$ cat config.mk
export PLATFORM = sky130hd
export DESIGN_NAME = baby_alu_flat
export DESIGN_NICKNAME = d
export VERILOG_FILES = /design/src/rtl/baby_alu_if.sv /design/src/rtl/baby_alu.sv /design/src/flat_wrapper.sv
export SDC_FILE = /design/constraint.sdc
export NUM_CORES = 1
export LEC_CHECK = 0
export CAP_MARGIN = 20
export CORE_MARGIN = 5
export CORE_UTILIZATION = 30
export CTS_BUF_LIST = sky130_fd_sc_hd__clkbuf_8
export CTS_CLUSTER_DIAMETER = 60
export CTS_CLUSTER_SIZE = 12
export DETAILED_ROUTE_END_ITERATION = 8
export PLACE_DENSITY_LB_ADDON = 0.1
export SLEW_MARGIN = 20
export SYNTH_ARGS = -nofsm -noshare
export SYNTH_HDL_FRONTEND = slang
export SYNTH_SLANG_ARGS = --single-unit
$ cat constraint.sdc
create_clock -name clk -period 3.03 [get_ports clk]
set_input_delay 0.606 -clock clk [delete_from_list [all_inputs] [get_ports clk]]
set_output_delay 0.606 -clock clk [all_outputs]
set_load 0.01 [all_outputs]
$ cat src/rtl/baby_alu_if.sv
// ==========================================================================
// Module  : baby_alu_if
// Purpose : Request/response bundle between the BabyBench driver/monitor and
//           the baby_alu responder. The drop_cnt signal exists only when
//           BABY_ALU_DROP_CNT_EN is defined.
// Revision: 1.0 - initial release
// ==========================================================================
`default_nettype none

interface baby_alu_if #(
  parameter int DATA_W = 8
`ifdef BABY_ALU_DROP_CNT_EN
  ,
  parameter int DROP_CNT_W = 8
`endif
);
  logic                  vld;
  logic [1:0]            op;
  logic [DATA_W-1:0]     a;
  logic [DATA_W-1:0]     b;
  logic [2*DATA_W-1:0]   out;
  logic                  ov;
  logic                  out_vld;
  logic                  busy;
`ifdef BABY_ALU_DROP_CNT_EN
  logic [DROP_CNT_W-1:0] drop_cnt;
`endif

  modport master (
    output vld, op, a, b,
    input  out, ov, out_vld, busy
`ifdef BABY_ALU_DROP_CNT_EN
    ,
    input  drop_cnt
`endif
  );

  modport slave (
    input  vld, op, a, b,
    output out, ov, out_vld, busy
`ifdef BABY_ALU_DROP_CNT_EN
    ,
    output drop_cnt
`endif
  );
endinterface

`default_nettype wire

$ cat src/rtl/baby_alu.sv
// ==========================================================================
// Module  : baby_alu
// Purpose : Add/sub/xor in one cycle, iterative shift-add multiply with BUSY.
//           Optional saturating dropped-request counter: BABY_ALU_DROP_CNT_EN.
// Revision: 1.0 - initial release
// ==========================================================================
`default_nettype none

module baby_alu #(
  parameter int DATA_W = 8
`ifdef BABY_ALU_DROP_CNT_EN
  ,
  parameter int DROP_CNT_W = 8
`endif
) (
  input  wire logic    clk,
  input  wire logic    rst_n,
  baby_alu_if.slave    bus
);

  localparam int CNT_W = (DATA_W > 1) ? $clog2(DATA_W) : 1;
  localparam logic [CNT_W-1:0] CNT_LAST = CNT_W'(DATA_W - 1);

  localparam logic [1:0] OP_ADD = 2'b00;
  localparam logic [1:0] OP_SUB = 2'b01;
  localparam logic [1:0] OP_MUL = 2'b10;

  typedef enum logic {
    IDLE = 1'b0,
    MUL  = 1'b1
  } state_t;

  state_t              state;
  logic [2*DATA_W-1:0] mcand;
  logic [DATA_W-1:0]   mplier;
  logic [2*DATA_W-1:0] acc;
  logic [CNT_W-1:0]    cnt;
  logic [2*DATA_W-1:0] out_q;
  logic                ov_q;
  logic                out_vld_q;

  logic [2*DATA_W-1:0] a_ext;
  logic [2*DATA_W-1:0] b_ext;
  logic [2*DATA_W-1:0] sum;
  logic [2*DATA_W-1:0] diff;
  logic [2*DATA_W-1:0] acc_next;

  assign a_ext    = {{DATA_W{1'b0}}, bus.a};
  assign b_ext    = {{DATA_W{1'b0}}, bus.b};
  assign sum      = a_ext + b_ext;
  // Wrapping in 2*DATA_W bits yields the sign-extended difference directly.
  assign diff     = a_ext - b_ext;
  // mcand is pre-shifted each step, so it already equals multiplicand << cnt.
  assign acc_next = mplier[0] ? (acc + mcand) : acc;

  assign bus.busy    = (state == MUL);
  assign bus.out     = out_q;
  assign bus.ov      = ov_q;
  assign bus.out_vld = out_vld_q;

  always_ff @(posedge clk or negedge rst_n) begin
    if (!rst_n) begin
      state     <= IDLE;
      mcand     <= '0;
      mplier    <= '0;
      acc       <= '0;
      cnt       <= '0;
      out_q     <= '0;
      ov_q      <= 1'b0;
      out_vld_q <= 1'b0;
    end else begin
      out_vld_q <= 1'b0;
      case (state)
        IDLE: begin
          if (bus.vld) begin
            case (bus.op)
              OP_ADD: begin
                out_q     <= sum;
                ov_q      <= sum[DATA_W];
                out_vld_q <= 1'b1;
              end
              OP_SUB: begin
                out_q     <= diff;
                ov_q      <= (bus.a < bus.b);
                out_vld_q <= 1'b1;
              end
              OP_MUL: begin
                mcand  <= a_ext;
                mplier <= bus.b;
                acc    <= '0;
                cnt    <= '0;
                state  <= MUL;
              end
              default: begin
                out_q     <= {{DATA_W{1'b0}}, bus.a ^ bus.b};
                ov_q      <= 1'b0;
                out_vld_q <= 1'b1;
              end
            endcase
          end
        end
        MUL: begin
          acc    <= acc_next;
          mcand  <= mcand << 1;
          mplier <= mplier >> 1;
          cnt    <= cnt + CNT_W'(1);
          if (cnt == CNT_LAST) begin
            out_q     <= acc_next;
            ov_q      <= |acc_next[2*DATA_W-1:DATA_W];
            out_vld_q <= 1'b1;
            state     <= IDLE;
          end
        end
        default: state <= IDLE;
      endcase
    end
  end

`ifdef BABY_ALU_DROP_CNT_EN
  logic [DROP_CNT_W-1:0] drop_cnt_q;

  assign bus.drop_cnt = drop_cnt_q;

  always_ff @(posedge clk or negedge rst_n) begin
    if (!rst_n) begin
      drop_cnt_q <= '0;
    end else if (bus.vld && (state == MUL) && !(&drop_cnt_q)) begin
      drop_cnt_q <= drop_cnt_q + DROP_CNT_W'(1);
    end
  end
`endif

endmodule

`default_nettype wire

$ cat src/flat_wrapper.sv
// flat-port wrapper written by rule: the top's interface ports become plain ports
module baby_alu_flat 
#(
  parameter int DATA_W = 8

)
  (clk, rst_n, bus_vld, bus_op, bus_a, bus_b, bus_out, bus_ov, bus_out_vld, bus_busy);
  baby_alu_if #(.DATA_W(DATA_W)) bus_i ();
  input  wire logic clk;
  input  wire logic rst_n;
  input wire logic [$bits(bus_i.vld)-1:0] bus_vld;
  input wire logic [$bits(bus_i.op)-1:0] bus_op;
  input wire logic [$bits(bus_i.a)-1:0] bus_a;
  input wire logic [$bits(bus_i.b)-1:0] bus_b;
  output wire logic [$bits(bus_i.out)-1:0] bus_out;
  output wire logic [$bits(bus_i.ov)-1:0] bus_ov;
  output wire logic [$bits(bus_i.out_vld)-1:0] bus_out_vld;
  output wire logic [$bits(bus_i.busy)-1:0] bus_busy;
  assign bus_i.vld = bus_vld;
  assign bus_i.op = bus_op;
  assign bus_i.a = bus_a;
  assign bus_i.b = bus_b;
  assign bus_out = bus_i.out;
  assign bus_ov = bus_i.ov;
  assign bus_out_vld = bus_i.out_vld;
  assign bus_busy = bus_i.busy;
  baby_alu #(.DATA_W(DATA_W)) u_core (.clk(clk), .rst_n(rst_n), .bus(bus_i));
endmodule
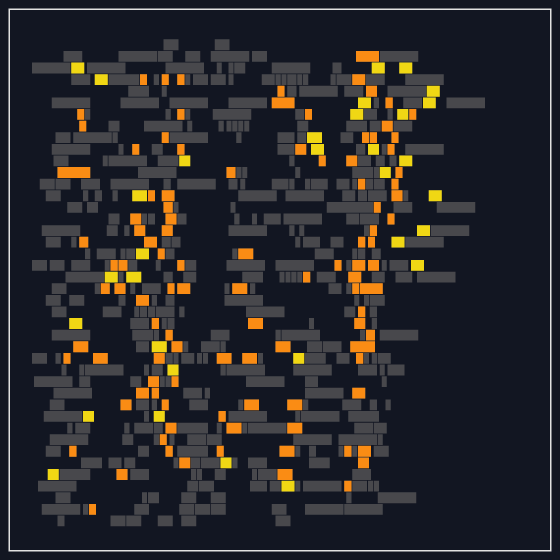
Run 1: gate-type map
Orange shows inverting AOI/OAI gates, cells 105. Yellow shows AND-OR and OR-AND gates, cells 32, where spread over the die.

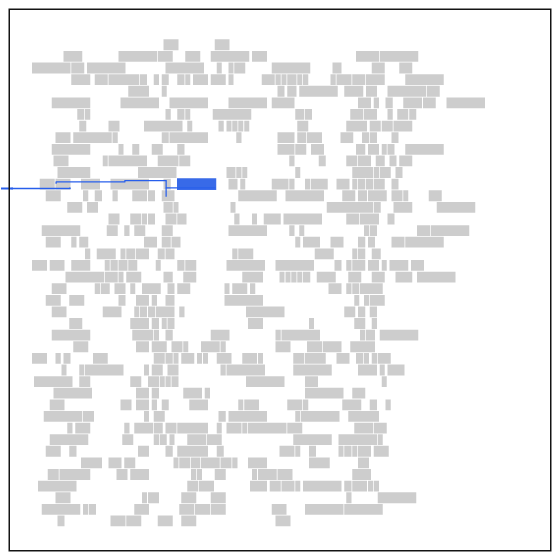
Run 1: nets reached from selected ports
Blue shows bus_ov, bits 1, direction output, edge left, end cells 1, buffers 1, wire 55.4 um.
PortBufs: 39
I/O pins: 40

==> summary.txt, run 1 <==
Net Count, Synth = 499
Initial antenna violation count = 0
Fmax = 0.351 GHz
Number of enable flip-flop cells = 0
Root Driver = clkbuf_8
Critical Path RT = 3.32 ns
Commonest flop = dfrtp_1
Setup WS post-layout = 0.182 ns
Well Taps = 176
Worst-margin pin slew = 0.746 ns
Signal buffers = 60
CTS Hold Bufs = 0
Setup repair after global routing missed its margin = false
Final #Nets = 552
DP Cell Count = 660
Multi-input gates = 321
Largest cells by area = dfrtp_1, ha_1, nand2_1
Gpl congestion = 0.861
Crit path from = bus_a[0]
# Cells Yosys = 442
Hold WS = 0.236 ns
Tcrit/Tclk final = 94.0%
Overall Power = 4.56 mW
Synth Instances = 442
Clk ins delay skew pair = 0.38 ns
Status = finished, final reports clean
Pre-CTS setup slack = -0.134 ns
Syn-to-layout area delta = 23.0%
VDD IR-drop max = 0.484 mV
Initial core utilization = 30.6%
Synth Seq Share = 38.1%
Post-Synth XOR/XNOR Area = 3.66%
Placed Area = 4810 um^2
Final Max Tran Viols = 0
Leakage = 2.42 nW
Register Area = 1550 um^2
Largest cell class = multi-input combinational cells
Top non-seq family = AND-OR/OR-AND gates
Final Hold Fails = 0
Die Width = 126 um
Asr flop ratio synth = 100%
Min-delay worst type = in2async
Total negative slack = 0 ns
CP top delay family = AND-OR/OR-AND gates
Clk sinks = 62
Commonest Layout Cell = dfrtp_1
Post-layout min period = 2.85 ns
Initial drt markers = 250
Inverters = 41
Flops = 62
CTS tree = yes
Worst setup path category = in2reg
Logic area = 2310 um^2
Buf/Inv on CP = 2
CP endpoint = u_core.bus.out[8]
Buffering overhead = 11.4%
DR pass1 iterations = 7
Arr. time, crit path = 3.14 ns
Number of global-route vias before repair = 3558
Synthesis area per yosys = 4070 um^2
Avg Inst Size Synth = 9.21 um^2
Reg-to-Reg End = u_core.bus.ov
Synth cell types = 57
Rel. slew slack = 50.2%
H-tree Lvls = 3
Clk slew on worst S/H paths = 0.08 ns
CP max FO = 3
Max incr delay on CP = 0.52 ns
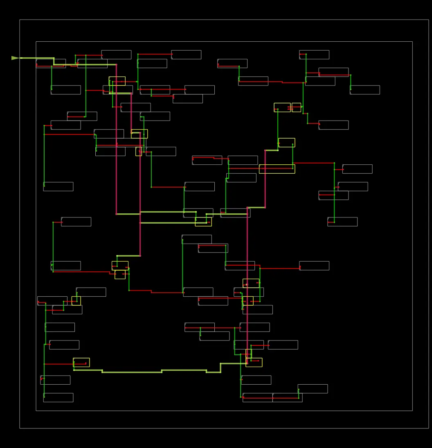
Run 1: clock nets
cts bufs inserted: 9
Layout clock buffers: 9

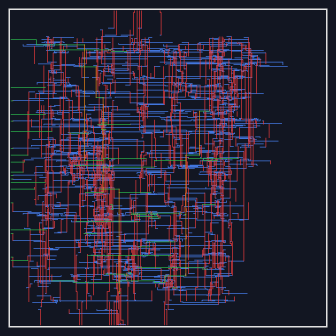
Run 1: signal wires by layer
Blue shows metal 1, wire length 5580 um. Red shows metal 2, wire length 5100 um. Orange shows metal 4, wire length 204 um. Green shows metal 3, wire length 569 um.
All-Layer GR Usage: 14.8%
DR vias: 3505

==> run 1: power breakdown <==
part | switching (mW) | internal, mW
Clock | 0.381 | 0.380
Combinational | 1.28 | 1.05
Sequential | 0.297 | 1.17
Total | 1.96 | 2.61
==> run 1: registers in the layout, summed over array words and instances (netlist names) <==
signal,count
u_core.mplier,8
u_core.mcand,16
u_core.cnt,3
u_core.bus.busy,1
u_core.bus.out,16
u_core.acc,16
u_core.bus.out_vld,1
u_core.bus.ov,1
==> run 1: layer usage <==
layer / GRT usage, % / routed length [um] / vias up
met5: 0 / 0 / -
li1: - / - / 1697
met4: 5.62 / 204 / 0
met3: 3.57 / 568 / 16
met1: 20.5 / 5580 / 1702
met2: 22.2 / 5100 / 90
## Run 2: what changed since run 1
--- a/config.mk
+++ b/config.mk
@@ -12,7 +12,6 @@
 export CTS_CLUSTER_DIAMETER = 60
 export CTS_CLUSTER_SIZE = 12
 export DETAILED_ROUTE_END_ITERATION = 8
-export PLACE_DENSITY_LB_ADDON = 0.1
 export SLEW_MARGIN = 20
 export SYNTH_ARGS = -nofsm -noshare
 export SYNTH_HDL_FRONTEND = slang
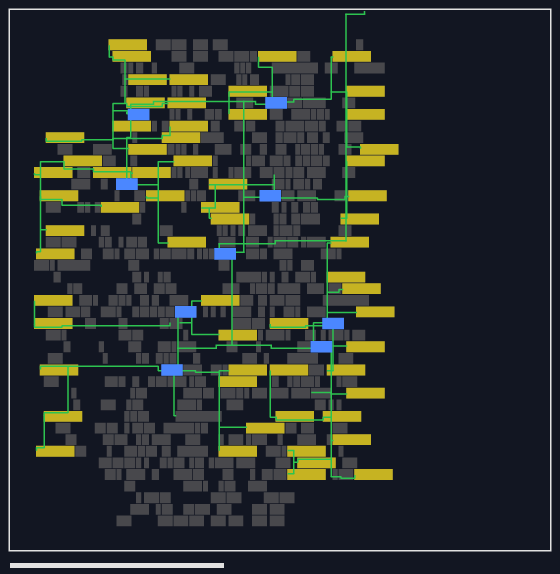
Run 2: clock distribution
Scale bar: 50 um.
Yellow shows flip-flops, count 62. Blue shows clock drivers, count 9. Green shows clock wires, length 934 um.
There are 10 routed clock nets.

==> run 2 against run 1 <==
Against the previous run:
- clock power is about 20% higher
- setup slack worse by 0.028 ns
- final area is 1.4% higher
- die size stayed put
- critical path depth stayed put
- wire length is 3.6% lower
- global-route usage is 0.71 points lower
- synthesized cell count stayed put
- critical path type unchanged
- largest power group unchanged
- highest routed layer unchanged
==> summary.txt, run 2 <==
Routed length per instance = 16.2 um
Total grt overflow = 0
Diodes inserted = 0
Cts bufs inserted = 9 (unchanged)
Comb pwr = 2.26 mW (-3%)
Final #Nets = 557 (+0.91%)
Pre-CTS setup slack = -0.131 ns (+0.00271 ns)
Placed Area = 4830 um^2 (+0.42%)
CTS tree = yes
Logic gate share of total power = 48.3% (-2.8 points)
DR vias = 3470 (-1.0%)
M3 GR Usage = 2.69% (-0.88 points)
Final Hold Fails = 0 (unchanged)
Tcrit/Tclk final = 94.9% (+0.93 points)
Syn-to-layout area delta = 24.6%
R2R setup slack = 0.21 ns
Number of global-route vias before repair = 3560 (+0.056%)
DR WL met2 = 5250 um (+3.1%)
Fmax = 0.348 GHz (-0.98%)
Synthesis-stage register bit count = 62
Root Driver = clkbuf_8
Ys Warns = 0
CP max FO = 3 (unchanged)
CTS Hold Bufs = 0 (unchanged)
Commonest flop = dfrtp_1
Initial drt markers = 214 (-14%)
Setup WS post-layout = 0.154 ns (-0.0281 ns)
Psw = 1.90 mW (-3.1%)
Clk sinks = 62 (unchanged)
DR pass1 iterations = 8 (+1)
PortBufs = 39 (unchanged)
Arr. time, crit path = 3.14 ns (about the same)
Commonest Layout Cell = dfrtp_1
Largest power group = combinational logic
Seq group = 1.50 mW (about the same)
Initial antenna violation count = 0 (unchanged)
Largest cells by area = dfrtp_1, ha_1, nand2_1
Power Clock = 0.915 mW (+20%)
Clock power share = 19.6% (+2.9 points)
Synth Instances = 442 (unchanged)
CP top delay family = AND-OR/OR-AND gates
CP endpoint = u_core.bus.ov
Number of enable flip-flop cells = 0 (unchanged)
Highest Signal Layer = met4
GR peak layer = met2
Post-CTS Setup Inserts = 0
Std cell rows = 42
Gpl congestion = 0.911 (+5.8%)
I/O pins = 40 (unchanged)
# Cells Yosys = 442 (unchanged)
Final clock skew = 0.0101 ns
Asr flop ratio synth = 100% (unchanged)
Critical Path Sink Type = flop
Avg Inst Size Synth = 9.21 um^2 (unchanged)
Crit path from = bus_a[0]
Buf/Inv on CP = 2 (unchanged)
Total negative slack = 0 ns (unchanged)
H-tree Lvls = 3 (unchanged)
Met1 Routed Length = 5330 um (-4.4%)
Net Count, Synth = 499 (unchanged)
All-Layer GR Usage = 14.1% (-0.71 points)
Chip Area = 16000 um^2
Hold WS = 0.269 ns (+0.0323 ns)
Slowest stage cell on the critical path = clkdlybuf4s50_1
Overall Power = 4.67 mW (+2.3%)
Status = finished, final reports clean
Worst setup SP type = primary input
Rel. slew slack = 56.9% (+6.6 points)
Max incr delay on CP = 0.51 ns (about the same)
Worst setup path category = in2reg
Worst-margin pin slew = 0.647 ns (-0.0994 ns)
Met3 routed WL = 284 um (-50%)
Die Width = 126 um (unchanged)
Leakage = 2.46 nW (+1.7%)
Synth Seq Share = 38.1% (unchanged)
Min-delay worst type = in2async
Initial core utilization = 30.6% (unchanged)
Reg-to-Reg End = u_core.bus.ov
Reg power frac = 32.1% (about the same)
Clk slew on worst S/H paths = 0.07 ns (about the same)
Critical Path RT = 3.29 ns (-0.03 ns)
Setup repair after global routing missed its margin = false
Synth cell types = 57 (unchanged)
Most instantiated library cell after synthesis = dfrtp_1
VDD IR-drop max = 0.548 mV (+13%)
Post-layout min period = 2.88 ns (+0.0281 ns)
Sw frac = 40.6% (-2.3 points)
Synthesis area per yosys = 4070 um^2 (unchanged)
DP Cell Count = 665 (+0.76%)
Grt met1 use = 19.0% (-1.5 points)
Clk ins delay skew pair = 0.35 ns (-0.03 ns)
Final Max Tran Viols = 0 (unchanged)
## run 2: area by class of cell
| cell class | instances | area [um^2] |
|---|---|---|
| multi-input combinational | 321 | 2310 |
| clock buffer | 10 | 138 |
| clock inverter | 5 | 106 |
| tap | 176 | 220 |
| fill | 1309 | 8220 |
| inverter | 41 | 154 |
| timing repair buffer | 65 | 593 |
| sequential | 62 | 1550 |
## run 2: kinds of logic after synthesis
| logic type | share of synthesized area (%) |
|---|---|
| buf+inv | 5.50 |
| compound gates | 24.7 |
| xor+xnor | 3.66 |
| mux | 3.72 |
| fa+ha+maj | 11.6 |
| flops | 38.1 |
| simple gates | 12.6 |
Power figures rest on the tool's default switching activity, not on a simulated workload.
